<file path="config.mk">
export PLATFORM = sky130hd
export DESIGN_NAME = acc_seq_ctrl
export DESIGN_NICKNAME = d
export VERILOG_FILES = /design/src/rtl/acc_seq_ctrl_pkg.sv /design/src/rtl/acc_seq_ctrl_sat.sv /design/src/rtl/acc_seq_ctrl.sv
export SDC_FILE = /design/constraint.sdc
export NUM_CORES = 1
export LEC_CHECK = 0
export CAP_MARGIN = 20
export CELL_PAD_IN_SITES_DETAIL_PLACEMENT = 2
export CELL_PAD_IN_SITES_GLOBAL_PLACEMENT = 2
export CORE_MARGIN = 2
export CORE_UTILIZATION = 26
export DETAILED_ROUTE_END_ITERATION = 12
export PLACE_DENSITY_LB_ADDON = 0.1
export SLEW_MARGIN = 25
export SYNTH_ARGS = -nofsm -noshare
export SYNTH_HDL_FRONTEND = slang
export SYNTH_SLANG_ARGS = --single-unit
</file>
<file path="constraint.sdc">
create_clock -name clk_i -period 2.35 [get_ports clk_i]
set_clock_uncertainty 0.2 [all_clocks]
set_input_delay 0.705 -clock clk_i [delete_from_list [all_inputs] [get_ports clk_i]]
set_output_delay 0.705 -clock clk_i [all_outputs]
set_load 0.1 [all_outputs]
</file>
<file path="src/rtl/acc_seq_ctrl_pkg.sv">
// Shared definitions for the accumulator control sequencer.
//   state_e  : sequencer states
//   MODEL_*  : 3-bit accumulator model codes produced by the decoder
//   HALT_OP  : opcode that stops the sequencer normally
package acc_seq_ctrl_pkg;

   typedef enum logic [2:0] {
      StIdle,
      StFetch,
      StDecode,
      StExec,
      StMem,
      StHalt
   } state_e;

   localparam logic [2:0] MODEL_INV   = 3'b000;
   localparam logic [2:0] MODEL_ALU   = 3'b001;
   localparam logic [2:0] MODEL_UNARY = 3'b010;
   localparam logic [2:0] MODEL_EQ    = 3'b011;
   localparam logic [2:0] MODEL_JMP   = 3'b100;
   localparam logic [2:0] MODEL_ST    = 3'b101;
   localparam logic [2:0] MODEL_LD    = 3'b110;
   localparam logic [2:0] MODEL_LWR   = 3'b111;

   localparam logic [5:0] HALT_OP = 6'b000111;

   // Width of the memory timeout counter; MEM_TIMEOUT is limited to 1..255.
   localparam int unsigned TMO_W = 8;

endpackage

</file>
<file path="src/rtl/acc_seq_ctrl_sat.sv">
// sat_counter: synchronous up-counter that sticks at all-ones.
//   clk_i   : clock, rising edge
//   reset_i : synchronous active-high reset, count -> 0
//   clr_i   : synchronous clear, count -> 0 (wins over en_i)
//   en_i    : increment when not already saturated
//   count_o : current count
module sat_counter #(
   parameter int unsigned Width = 8
) (
   input  logic             clk_i,
   input  logic             reset_i,
   input  logic             clr_i,
   input  logic             en_i,
   output logic [Width-1:0] count_o
);

   logic [Width-1:0] count_q, count_d;

   always_comb begin
      count_d = count_q;
      if (clr_i) begin
         count_d = '0;
      end else if (en_i && (count_q != '1)) begin
         count_d = count_q + 1'b1;
      end
   end

   always_ff @(posedge clk_i) begin
      if (reset_i) begin
         count_q <= '0;
      end else begin
         count_q <= count_d;
      end
   end

   assign count_o = count_q;

endmodule

</file>
<file path="src/rtl/acc_seq_ctrl.sv">
// acc_seq_ctrl: multi-cycle control sequencer for the accumulator datapath.
// Walks each instruction through FETCH, DECODE, EXEC and optionally MEM, issuing
// per-cycle enables, running the data-memory request/ready handshake with a
// timeout, and counting cycles spent outside IDLE/HALT.
//   clk_i, reset_i        : clock and synchronous active-high reset
//   start_i               : leave IDLE/HALT and begin fetching
//   op_i, acc_control_i   : IR opcode and decoder model code
//   eq_flag_i             : current EQ flag (jump condition)
//   mem_ready_i           : data memory completion pulse
//   ir_load_o .. mem_we_o : datapath strobes
//   busy_o, done_o        : running / halted status
//   error_o               : sticky invalid-model or memory-timeout error
//   cycles_o              : saturating cycle count since last start
module acc_seq_ctrl
   import acc_seq_ctrl_pkg::*;
#(
   parameter int unsigned MEM_TIMEOUT = 15,
   parameter int unsigned CNT_W       = 16
) (
   input  logic             clk_i,
   input  logic             reset_i,
   input  logic             start_i,
   input  logic [5:0]       op_i,
   input  logic [2:0]       acc_control_i,
   input  logic             eq_flag_i,
   input  logic             mem_ready_i,
   output logic             ir_load_o,
   output logic             pc_inc_o,
   output logic             pc_load_o,
   output logic             acc_we_o,
   output logic             flag_we_o,
   output logic             reg_we_o,
   output logic             mem_req_o,
   output logic             mem_we_o,
   output logic             busy_o,
   output logic             done_o,
   output logic             error_o,
   output logic [CNT_W-1:0] cycles_o
);

   // The timeout counter holds (MEM cycle index - 1), so the last allowed cycle
   // is reached when it equals MEM_TIMEOUT-1.
   localparam logic [TMO_W-1:0] TmoLast = TMO_W'(MEM_TIMEOUT - 1);

   state_e           state_q, state_d;
   logic [2:0]       model_q, model_d;
   logic             error_q, error_d;
   logic [TMO_W-1:0] tmo_cnt;
   logic             in_mem;
   logic             running;
   logic             restart;

   assign in_mem  = (state_q == StMem);
   assign running = (state_q == StFetch) || (state_q == StDecode) ||
                    (state_q == StExec)  || (state_q == StMem);
   assign restart = start_i && ((state_q == StIdle) || (state_q == StHalt));

   sat_counter #(
      .Width (CNT_W)
   ) u_cycle_cnt (
      .clk_i   (clk_i),
      .reset_i (reset_i),
      .clr_i   (restart),
      .en_i    (running),
      .count_o (cycles_o)
   );

   // Held at zero outside MEM so every memory access gets a fresh budget.
   sat_counter #(
      .Width (TMO_W)
   ) u_tmo_cnt (
      .clk_i   (clk_i),
      .reset_i (reset_i),
      .clr_i   (!in_mem),
      .en_i    (in_mem),
      .count_o (tmo_cnt)
   );

   always_comb begin
      state_d   = state_q;
      model_d   = model_q;
      error_d   = error_q;
      ir_load_o = 1'b0;
      pc_inc_o  = 1'b0;
      pc_load_o = 1'b0;
      acc_we_o  = 1'b0;
      flag_we_o = 1'b0;
      reg_we_o  = 1'b0;
      mem_req_o = 1'b0;
      mem_we_o  = 1'b0;
      done_o    = 1'b0;

      unique case (state_q)
         StIdle: begin
            if (start_i) begin
               state_d = StFetch;
               error_d = 1'b0;
            end
         end

         StFetch: begin
            ir_load_o = 1'b1;
            state_d   = StDecode;
         end

         StDecode: begin
            model_d = acc_control_i;
            if (op_i == HALT_OP) begin
               state_d = StHalt;
            end else if (acc_control_i == MODEL_INV) begin
               error_d = 1'b1;
               state_d = StHalt;
            end else begin
               state_d = StExec;
            end
         end

         StExec: begin
            unique case (model_q)
               MODEL_ALU, MODEL_UNARY: begin
                  acc_we_o = 1'b1;
                  pc_inc_o = 1'b1;
                  state_d  = StFetch;
               end
               MODEL_EQ: begin
                  flag_we_o = 1'b1;
                  pc_inc_o  = 1'b1;
                  state_d   = StFetch;
               end
               MODEL_JMP: begin
                  pc_load_o = eq_flag_i;
                  pc_inc_o  = !eq_flag_i;
                  state_d   = StFetch;
               end
               MODEL_LWR: begin
                  reg_we_o = 1'b1;
                  pc_inc_o = 1'b1;
                  state_d  = StFetch;
               end
               MODEL_ST, MODEL_LD: begin
                  state_d = StMem;
               end
               default: begin
                  // Unreachable: DECODE never lets MODEL_INV through.
                  error_d = 1'b1;
                  state_d = StHalt;
               end
            endcase
         end

         StMem: begin
            mem_req_o = 1'b1;
            mem_we_o  = (model_q == MODEL_ST);
            // Ready on the final allowed cycle still counts as success.
            if (mem_ready_i) begin
               pc_inc_o = 1'b1;
               acc_we_o = (model_q == MODEL_LD);
               state_d  = StFetch;
            end else if (tmo_cnt == TmoLast) begin
               error_d = 1'b1;
               state_d = StHalt;
            end
         end

         StHalt: begin
            done_o = 1'b1;
            if (start_i) begin
               state_d = StFetch;
               error_d = 1'b0;
            end
         end

         default: begin
            state_d = StIdle;
         end
      endcase
   end

   always_ff @(posedge clk_i) begin
      if (reset_i) begin
         state_q <= StIdle;
         model_q <= MODEL_INV;
         error_q <= 1'b0;
      end else begin
         state_q <= state_d;
         model_q <= model_d;
         error_q <= error_d;
      end
   end

   assign busy_o  = running;
   assign error_o = error_q;

endmodule

</file>
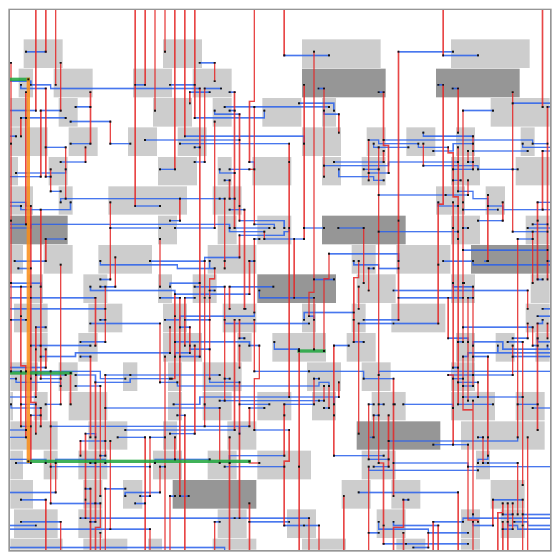
Figure 1: run 1, zoomed window.
Region (19, 37) to (69, 87) µm. Cells in grey, sequential cells in the stronger grey; small squares are vias.
Key: met1 = blue; met2 = red; met3 = green; met4 = orange
120 logic cells have their middle in the window. Most frequent: buf_4 (16), clkdlybuf4s50_1 (10). Netlist names of flops here include `u_cycle_cnt.count_o` (5). Sequential cells in the window: 8.

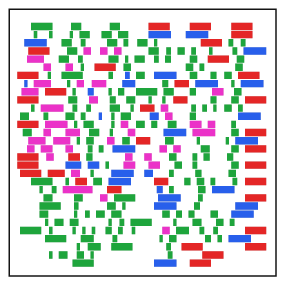
Figure 2: run 1, cell sizes after repair.
Scale: 3 px per µm.
Key: drive 2 = blue [cells 30, share 10%]; drive 1 or less = green [cells 180, share 63%]; drive 3 to 4 = magenta [cells 40, share 14%]; drive 6 and up = red [cells 36, share 13%]

==> changes_impl.md, run 1 <==
### Physical design

* Result of the run: finished with violations
* Violated checks: negative setup slack
* Post-route ant nets at 0
* Number of buffers inserted for hold repair after clock tree synthesis at 0
* Routed length per instance at 14.94 µm
* Top Layout Cells: sky130_fd_sc_hd__buf_12 (27), sky130_fd_sc_hd__a21oi_1 (22), sky130_fd_sc_hd__buf_4 (22)
* Number of remaining DRC errors at 0
* Count of tool warnings at 30
* Max Transition Viols Final at 0
* Critical Path Source: state_q[1]$_SDFFE_PP0P_
* Slack of the critical path at -0.4961 ns
* Worst path arrival time at 1.94 ns
* Reg-to-Reg End: state_q[2]$_SDFFE_PP0P_
* Rel. slew slack at 72.05%
* Number of endpoints failing setup at the final stage at 7
* Count of H-tree levels built during CTS at 2
* Synth top cells by count: sky130_fd_sc_hd__dfxtp_1 (31), sky130_fd_sc_hd__a21oi_1 (22), sky130_fd_sc_hd__nor2_1 (20)
* Worst hold path depth at 2
* Post-synth top area cell: sky130_fd_sc_hd__dfxtp_1
* Peak per-stage delay on the critical path at 0.49 ns
* Input/output buffers at 40
* Maximum number of pins on one net before global-route repair at 13
* Worst min-delay path category: reg2reg
* Hold Path Origin: u_cycle_cnt.count_o[12]$_SDFFE_PP0P_
* Routed met1 length at 2.584 mm
* Number of standard cells in the layout, taps in and fillers out at 382
* Maximum achievable frequency at 351.4 MHz
* Clk root buf: sky130_fd_sc_hd__clkbuf_8
* Max FO, Critical Path at 2
* Mi-comb count at 171
* Number of inverters outside the clock class in the layout at 13
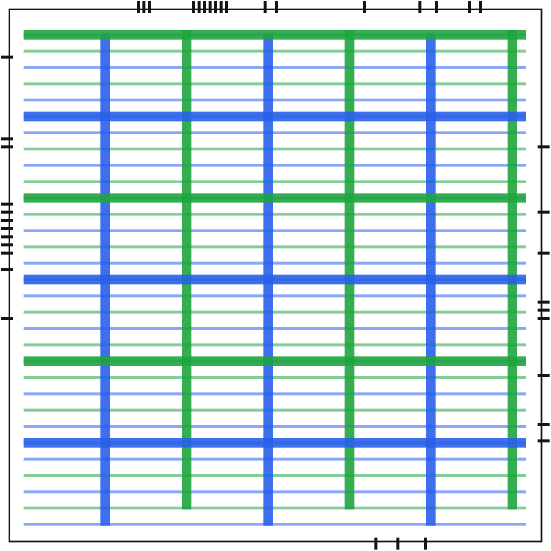
Figure 3: run 1, PDN straps and rails.
Scale: 6 px per µm. Pins as bars on the die edge.
Key: VDD = green; VSS = blue
31 met1 rails follow the rows. 41 signal pins sit on the boundary.
Vert. Die Dim: 88.45 µm
Die W: 88.45 µm
floorplan core area: 6832 µm²
largest vdd supply drop: 0.0002008 V

==> run 1: critical path: cells and delay by family, from the launching register on <==
family,cells,cell delay [ns]
AOI/OAI and AO/OA,1,0.09
buffers and inverters,2,0.28
and+or+nand+nor,3,0.98
DFF,1,0.32
==> run 1: repair_timing <==
action                     4_1_cts  5_1_grt
gates resized                   10        4
setup endpoints to repair        7        9
buffers inserted                 2        1
pin swaps                        5        1
==> run 1: power by group <==
part | total (W) | internal [W] | switching (W)
Combinational | 0.000784 | 0.000310 | 0.000474
Clock | 0.000429 | 0.000230 | 0.000199
Sequential | 0.000597 | 0.000560 | 0.0000363
Total | 0.00181 | 0.00110 | 0.000709
==> run 1: registers in the layout, summed over array words and instances, names as in the netlist <==
register and cells:
error_o 1, model_q 3, state_q 3, u_cycle_cnt.count_o 16, u_tmo_cnt.count_o 8
## Run 2: what changed since run 1
- CTS_CLUSTER_SIZE: default -> 10
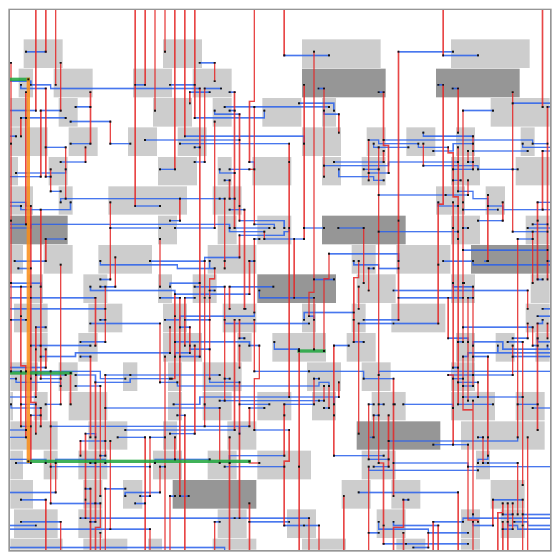
Figure 4: run 2, zoomed window.
Region (19, 37) to (69, 87) µm. Cells in grey, sequential cells in the stronger grey; small squares are vias.
Key: met3 = green; met4 = orange; met1 = blue; met2 = red
Sequential cells in the window: 8. Netlist names of flops here include `u_cycle_cnt.count_o` (5). 120 logic cells have their middle in the window. Most frequent: buf_4 (16), clkdlybuf4s50_1 (10).

==> run 2 against run 1 <==
Net effect: the flow still finishes with violations (negative setup slack); clock-buffer cell count is the same; total power is the same; sequential share of layout area is the same; combinational power is essentially flat; flip-flop count is the same; synthesized area is the same; non-clock buffer count is the same; core utilization is the same; routed wire length is the same; fmax is the same; cell area is the same; highest routed layer unchanged.
==> changes_impl.md, run 2 <==
### Physical design

* Number of remaining DRC errors at 0 (unchanged)
* Buffer count from post-CTS setup fixing at 2 (unchanged)
* Floorplan core area at 6832 µm² (unchanged)
* Number of endpoints failing setup at the final stage at 7 (unchanged)
* Vert. Die Dim at 88.45 µm (unchanged)
* Reg-to-Reg End: state_q[2]$_SDFFE_PP0P_
* Post-route ant nets at 0 (unchanged)
* Worst path arrival time at 1.94 ns (about the same)
* Comb group at 0.000784 W (about the same)
* Synth top cells by count: sky130_fd_sc_hd__dfxtp_1 (31), sky130_fd_sc_hd__a21oi_1 (22), sky130_fd_sc_hd__nor2_1 (20)
* Count of tool warnings at 30 (unchanged)
* Routed met1 length at 2.584 mm (unchanged)
* Kind of cell adding the most delay to the critical path: simple AND/OR/NAND/NOR gates
* Clk root buf: sky130_fd_sc_hd__clkbuf_8
* Power consumed by the clock network at 0.000429 W (about the same)
* Result of the run: finished with violations
* Count of H-tree levels built during CTS at 2 (unchanged)
* Mi-comb count at 171 (unchanged)
* Post-synth top area cell: sky130_fd_sc_hd__dfxtp_1
* Net load switching power at 0.0007094 W (unchanged)
* Violated checks: negative setup slack
* Number of standard cells in the layout, taps in and fillers out at 382 (unchanged)
* Number of buffers inserted for hold repair after clock tree synthesis at 0 (unchanged)
* Maximum number of pins on one net before global-route repair at 13 (unchanged)
* Largest vdd supply drop at 0.0002008 V (unchanged)
* Slack of the critical path at -0.4961 ns (unchanged)
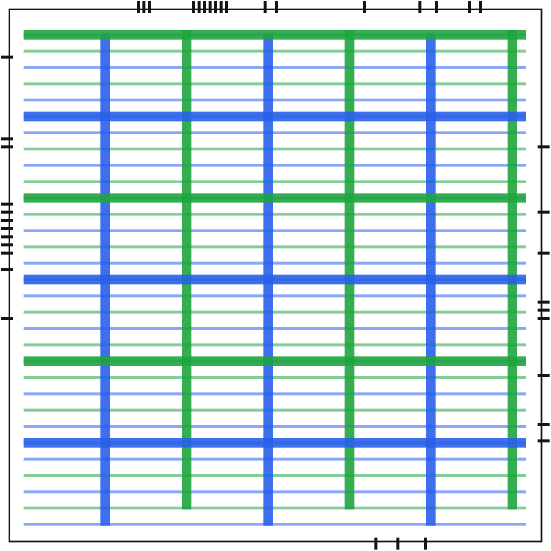
Figure 5: run 2, PDN straps and rails.
Scale: 6 px per µm. Pins as bars on the die edge.
Key: VSS = blue; VDD = green
6 straps on met4. 6 straps on met5. 31 met1 rails follow the rows. The core has 30 rows. 41 signal pins sit on the boundary.

==> run 2: cell counts after synthesis <==
Identical to the previous run, type by type.
==> run 2: worst register-to-register path: stages (launching register included) <==
cell and delay, ns:
sky130_fd_sc_hd__dfxtp_2 0.32, sky130_fd_sc_hd__or3b_4 0.45, sky130_fd_sc_hd__buf_4 0.16, sky130_fd_sc_hd__buf_6 0.10
sky130_fd_sc_hd__buf_6 0.12, sky130_fd_sc_hd__nor2_1 0.14, sky130_fd_sc_hd__nor2_1 0.06, sky130_fd_sc_hd__a2111oi_1 0.45
==> run 2: cells by family (layout without fill, tap and decap cells) <==
group                      count (synthesis)  in the layout
and+or+nand+nor                           95             95
buffers and inverters                     24             84
adders and majority gates                  4              4
xor gates and xnor gates                   7              7
DFF                                       31             31
muxes                                      3              3
AOI/OAI and AO/OA                         62             62
Power figures rest on the tool's default switching activity, not on a simulated workload.
